**src/rtl/clb_cfg_loader.sv**
```systemverilog
// Serial configuration loader: hunts PRE, shifts NCLB frames into a shadow, then commits atomically.
// Define CLB_CFG_PARITY_EN to add a trailing even-parity bit per frame; the default build has no parity.
module clb_cfg_loader #(
  parameter int          NCLB  = 4,
  parameter int          CFG_W = 37,
  parameter logic [7:0]  PRE   = 8'b1111_0010
) (
  input  logic                  K,
  input  logic                  RSTN,
  input  logic                  DIN,
  input  logic                  DIN_VLD,
  output logic [NCLB*CFG_W-1:0] CFG_BUS,
  output logic                  CFG_VALID,
  output logic                  BUSY,
  output logic                  DONE,
  output logic                  ERR
);

  localparam int FW = (NCLB > 1) ? $clog2(NCLB) : 1;
  localparam int BW = $clog2(CFG_W);
  localparam logic [FW-1:0]    LAST_FRAME = FW'(NCLB - 1);
  localparam logic [BW-1:0]    LAST_BIT   = BW'(CFG_W - 1);
  localparam logic [CFG_W-1:0] DEF_SLICE  = CFG_W'(37'h0AB545403E);

  typedef enum logic [1:0] {
    S_IDLE,
    S_DATA,
    S_COMMIT
`ifdef CLB_CFG_PARITY_EN
    , S_PAR
`endif
  } state_t;

  state_t                  r_state, w_state_nxt;
  // Only the last 7 stream bits are kept; the incoming bit completes the 8-bit window.
  logic [6:0]              r_hunt;
  logic [NCLB*CFG_W-1:0]   r_shadow;
  logic [NCLB*CFG_W-1:0]   r_cfg_bus;
  logic [FW-1:0]           r_frame;
  logic [BW-1:0]           r_bit;
  logic                    r_cfg_valid, r_busy, r_done;
  logic [7:0]              w_hunt_nxt;
  logic                    w_detect, w_shift, w_frame_adv, w_par_fail, w_commit;

`ifdef CLB_CFG_PARITY_EN
  logic                    r_err;
  logic                    w_par_odd;

  always_comb begin
    w_par_odd = DIN;
    for (int f = 0; f < NCLB; f++)
      if (r_frame == FW'(f)) w_par_odd = DIN ^ (^r_shadow[f*CFG_W +: CFG_W]);
  end
`endif

  always_ff @(posedge K) begin
    if (!RSTN) r_state <= S_IDLE;
    else       r_state <= w_state_nxt;
  end

  always_comb begin
    w_state_nxt = r_state;
    w_hunt_nxt  = {r_hunt, DIN};
    w_detect    = 1'b0;
    w_shift     = 1'b0;
    w_frame_adv = 1'b0;
    w_par_fail  = 1'b0;
    w_commit    = 1'b0;
    case (r_state)
      S_IDLE: begin
        if (DIN_VLD && (w_hunt_nxt == PRE)) begin
          w_detect    = 1'b1;
          w_state_nxt = S_DATA;
        end
      end
      S_DATA: begin
        if (DIN_VLD) begin
          w_shift = 1'b1;
          if (r_bit == LAST_BIT) begin
`ifdef CLB_CFG_PARITY_EN
            w_state_nxt = S_PAR;
`else
            if (r_frame == LAST_FRAME) w_state_nxt = S_COMMIT;
            else                       w_frame_adv = 1'b1;
`endif
          end
        end
      end
`ifdef CLB_CFG_PARITY_EN
      S_PAR: begin
        if (DIN_VLD) begin
          if (w_par_odd) begin
            w_par_fail  = 1'b1;
            w_state_nxt = S_IDLE;
          end else if (r_frame == LAST_FRAME) begin
            w_state_nxt = S_COMMIT;
          end else begin
            w_frame_adv = 1'b1;
            w_state_nxt = S_DATA;
          end
        end
      end
`endif
      S_COMMIT: begin
        w_commit    = 1'b1;
        w_state_nxt = S_IDLE;
      end
      default: w_state_nxt = S_IDLE;
    endcase
  end

  always_ff @(posedge K) begin
    if (!RSTN) begin
      r_hunt      <= '0;
      r_shadow    <= '0;
      r_frame     <= '0;
      r_bit       <= '0;
      r_cfg_bus   <= {NCLB{DEF_SLICE}};
      r_cfg_valid <= 1'b0;
      r_busy      <= 1'b0;
      r_done      <= 1'b0;
`ifdef CLB_CFG_PARITY_EN
      r_err       <= 1'b0;
`endif
    end else begin
      r_cfg_valid <= w_commit;
      if (r_state == S_IDLE && DIN_VLD) r_hunt <= w_hunt_nxt[6:0];
      if (w_detect) begin
        // Clearing the window stops stale preamble bits from re-triggering after this load.
        r_hunt  <= '0;
        r_frame <= '0;
        r_bit   <= '0;
        r_busy  <= 1'b1;
        r_done  <= 1'b0;
`ifdef CLB_CFG_PARITY_EN
        r_err   <= 1'b0;
`endif
      end
      if (w_shift) begin
        for (int f = 0; f < NCLB; f++)
          if (r_frame == FW'(f))
            r_shadow[f*CFG_W +: CFG_W] <= {r_shadow[f*CFG_W +: CFG_W-1], DIN};
        r_bit <= (r_bit == LAST_BIT) ? '0 : r_bit + 1'b1;
      end
      if (w_frame_adv) r_frame <= r_frame + 1'b1;
`ifdef CLB_CFG_PARITY_EN
      if (w_par_fail) begin
        r_err    <= 1'b1;
        r_busy   <= 1'b0;
        r_shadow <= '0;
        r_hunt   <= '0;
      end
`endif
      if (w_commit) begin
        r_cfg_bus <= r_shadow;
        r_done    <= 1'b1;
        r_busy    <= 1'b0;
      end
    end
  end

  assign CFG_BUS   = r_cfg_bus;
  assign CFG_VALID = r_cfg_valid;
  assign BUSY      = r_busy;
  assign DONE      = r_done;
`ifdef CLB_CFG_PARITY_EN
  assign ERR       = r_err;
`else
  assign ERR       = 1'b0;
`endif

endmodule
```
**config.mk**
```make
export PLATFORM = sky130hd
export DESIGN_NAME = clb_cfg_loader
export DESIGN_NICKNAME = d
export VERILOG_FILES = /design/src/rtl/clb_cfg_loader.sv
export SDC_FILE = /design/constraint.sdc
export NUM_CORES = 1
export LEC_CHECK = 0
export CAP_MARGIN = 0
export CORE_AREA = 2 2 177 179
export CTS_BUF_LIST = sky130_fd_sc_hd__clkbuf_16
export CTS_CLUSTER_SIZE = 40
export DETAILED_ROUTE_END_ITERATION = 10
export DIE_AREA = 0 0 179 181
export GPL_ROUTABILITY_DRIVEN = 0
export PLACE_DENSITY = 0.58
export SYNTH_ARGS = -nofsm -noshare
export SYNTH_HDL_FRONTEND = slang
export SYNTH_SLANG_ARGS = --single-unit
```
**constraint.sdc**
```tcl
create_clock -name K -period 1.8 [get_ports K]
set_input_delay 0.54 -clock K [delete_from_list [all_inputs] [get_ports K]]
set_output_delay 0.54 -clock K [all_outputs]
set_load 0.005 [all_outputs]
```
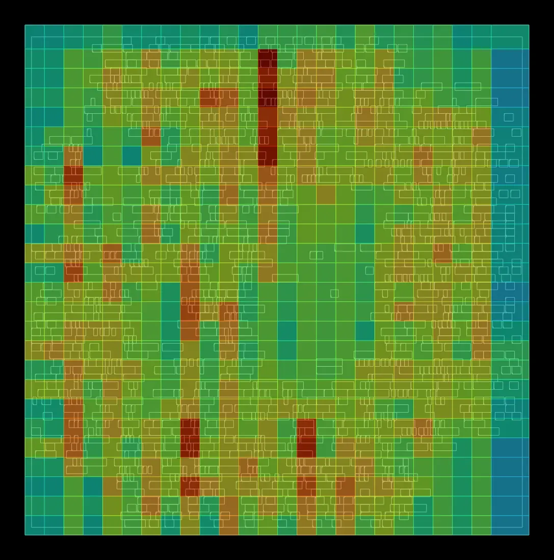
Fig. 1. Track usage over the die.
GRT busiest layer: met2
met3 global-route usage: 3.136%
Tot GR Track Use: 15.42%
final core occ: 44.81%
met1 global-route usage: 20.50%

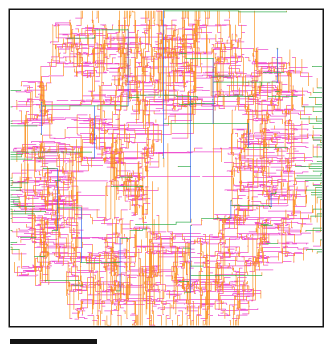
Fig. 2. Routed metal, one color a layer.
The bar under the picture is 50 microns long.
| layer | color | wire length |
|---|---|---|
| metal 4 | blue | 471 microns |
| metal 2 | orange | 11600 microns |
| metal 1 | magenta | 11500 microns |
| metal 3 | green | 1160 microns |

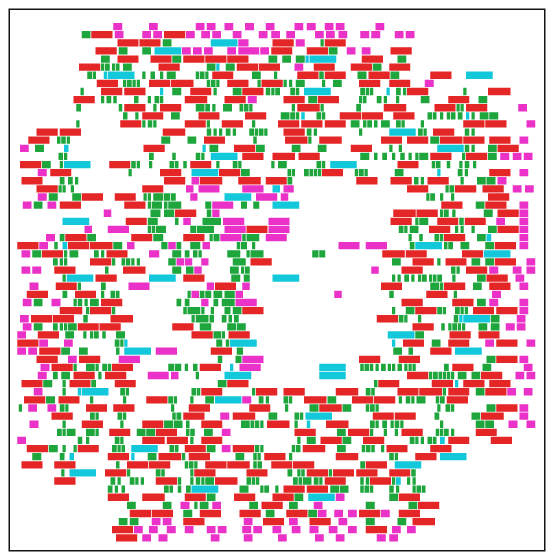
Fig. 3. Cells colored by class.
| class | color | cells |
|---|---|---|
| other buffers and delay cells | magenta | 198 |
| flops | red | 316 |
| combinational and other logic | green | 682 |
| clock drivers and dummy loads | cyan | 61 |
post-route cell area: 0.01360 sq mm
Core Rows: 64

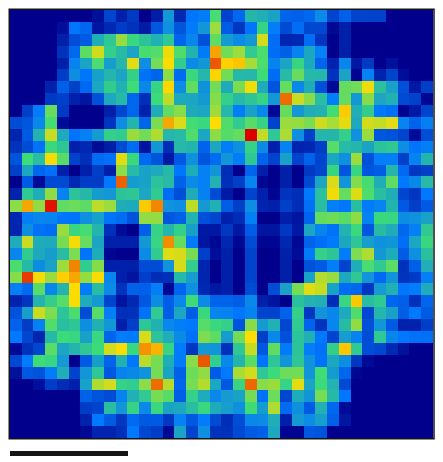
Fig. 4. Wiring heat map.
The bar under the picture is 50 microns long. 36 x 36 tiles, from dark blue (low) to red (high), scaled to the fullest tile. Values are wire area over tile area, all layers added.
nearly empty tiles: 16%
tiles over half the peak: 16%
mean over tiles: 0.12
densest ninth of the die: top middle
fullest tile: 0.43

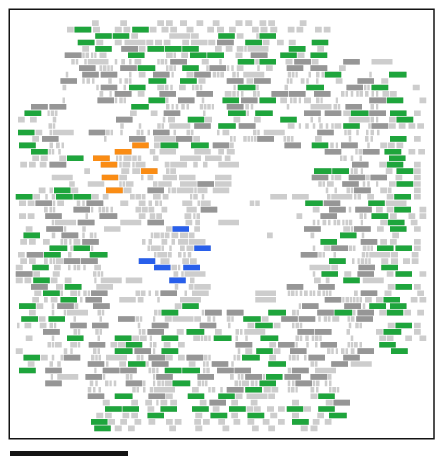
Fig. 5. Where the registers sit.
The bar under the picture is 50 microns long. Other sequential cells in the stronger gray, the rest of the logic in the fainter gray.
| name in the netlist | color | placed flops |
|---|---|---|
| `r_hunt` | orange | 7 |
| `CFG_BUS` | green | 148 |
| `r_bit` | blue | 6 |
not colored: 155

==> flow_metrics.tcl <==
# collected from the flow reports
set metrics [dict create \
    antenna_found_initial 0 \
    compound_area_share_pct 20.53 \
    finalPower_uw 13620 \
    ys_sh_mux_pct 0.6804 \
    seq_power_share_pct 51.4 \
    reg2reg_slack_ns 0.15 \
    cts_max_path_buffers 3 \
    path_cells "dlygate4sd2_1" \
    firstDrtPassIters 5 \
    tns_ns 0 \
    cts-htree-levels 2 \
    power_density_mw_per_mm2 1002 \
    grt_first_pass_wirelength_microns 40940 \
    path_max_fanout 2 \
    worst-path-buf-inv 1 \
    cts.sinks 316 \
    crit_family "flip-flops" \
    required_ns 1.26 \
    warning_count 30 \
    rsz0062_at_grt "false" \
    hpwlAfterDp_microns 15640 \
    place_ws_ns -0.2786 \
    synth_cell_types 41 \
    place_inst 1592 \
    drv_slew 0 \
    min_path_type "register to register" \
    wirelength_microns 24670 \
    vias_per_cell 4.871 \
    crit_path_max_incr_delay_ns 0.36 \
    syn_to_final_growth_pct 29.74 \
    fp.dieH_microns 181 \
    instances_no_fill 1653 \
    final_hold_viol_count 0 \
    port_buffers 154 \
    critPathSlowestCell "dfxtp_1" \
    p_seq_uw 7000 \
    yosysTopAreaCellShare_pct 60.36 \
    fa_ha_area_share_pct 0.7162 \
    drt_iter0_drc 511 \
    netlist_area_sq_mm 0.01048 \
    status "complete, no violations" \
    fp_util_pct 34.54 \
    ys_seq_share_pct 60.36 \
    vias 8052 \
    grt_overflow 0 \
    ys_top_logic_family "AND-OR/OR-AND gates" \
    lay_top_cells "nand2_1 (305), dfxtp_1 (282), a21oi_1 (153)" \
    finalSetupViolCount 0 \
    route.detailed.drc 0 \
    timing.fmax_mhz 602.5 \
    m1WireLength_microns 11460 \
    fin_worst_skew_ns 0.01236 \
    switching_share_pct 21.11 \
    layout_setup_ws_ns 0.1402 \
    synth_top_cell_by_area "dfxtp_1" \
    n_antenna_cell 0 \
    core_area_sq_mm 0.03035 \
    cts.root.buffer_cell "clkbuf_16" \
    tritoncts "built" \
    place_area_sq_mm 0.01272 \
    ys_ff 316 \
    ys_warn_count 0 \
    die_area_sq_mm 0.03240 \
    antenna_left 0 \
    criticalPathCategory "register to output pin" \
    hp-start "r_shadow[110]" \
    layout-drive-gt1-share_pct 10.90 \
    grt_max_degree 53 \
    cp.arrival_ns 1.12 \
    intPower_uw 10750 \
    wl_per_cell_microns 14.92 \
    clk_transition_reported_paths_ns 0.06 \
    cap_violations 0 \
    synth_cells 1079 \
    first_global_vias 7786 \
    holdWs_ns 0.4631 \
    nets 1243 \
    worstHoldPathCells 2 \
    final_common_cell "nand2_1" \
    yosys-stat-cells 1079 \
    max-vdd-ir-drop_v 0.0004900 \
    pin_count 156 \
    xor_share_pct 0.08356 \
]
==> repair_timing <==
| action | 4_1_cts | 5_1_grt |
|---|---|---|
| gates resized | 185 | 0 |
| endpoints found under the setup margin | 151 | 0 |
| hold buffers | 0 | 0 |
| buffers inserted | 0 | 0 |
==> synthesized netlist by cell type <==
cell	count
nand4b_1	1
and2_1	4
ha_1	6
and3b_1	1
buf_1	6
nand2_2	4
o22ai_1	2
dfxtp_1	316
clkbuf_1	24
a211o_2	1
xnor2_1	1
a22o_1	86
nand3b_1	1
inv_1	8
nor3b_1	1
a311oi_1	1
buf_2	36
and4bb_2	1
nand2b_1	1
mux2_2	1
and4bb_1	1
buf_6	5
nor4_1	1
nor3_1	2
nand2_1	306
or2_2	1
nor2_1	10
a21o_1	1
a21oi_1	154
or3_1	2
o21ai_0	2
and4b_1	1
nand3_1	6
a311o_1	1
buf_4	10
mux2i_1	6
and3_1	1
and2_4	1
a31o_2	1
conb_1	1
o22a_1	64
==> cell type report <==
cell class | instances | area [sq um] | area share [%]
clock buffer | 37 | 925.9 | 6.809
tap | 396 | 495.5 | 3.644
multi-input combinational | 674 | 3727 | 27.41
sequential | 316 | 6369 | 46.83
clock inverter | 24 | 101.3 | 0.7453
timing repair buffer | 198 | 1946 | 14.31
inverter | 8 | 33.78 | 0.2484
==> worst max path at each step <==
stage | startpoint | endpoint | slack (ns) | depth (start not counted)
2_1_floorplan | r_bit[0] | r_bit[2] | 0.25 | 6
3_3_place_gp | RSTN | CFG_BUS[19] | -0.25 | 6
3_5_place_dp | DIN_VLD | r_shadow[129] | -0.28 | 7
4_1_cts | CFG_BUS[37] | CFG_BUS[37] | 0.11 | 1
5_1_grt | CFG_BUS[75] | CFG_BUS[75] | 0.07 | 1
6_report | DONE | DONE | 0.14 | 1
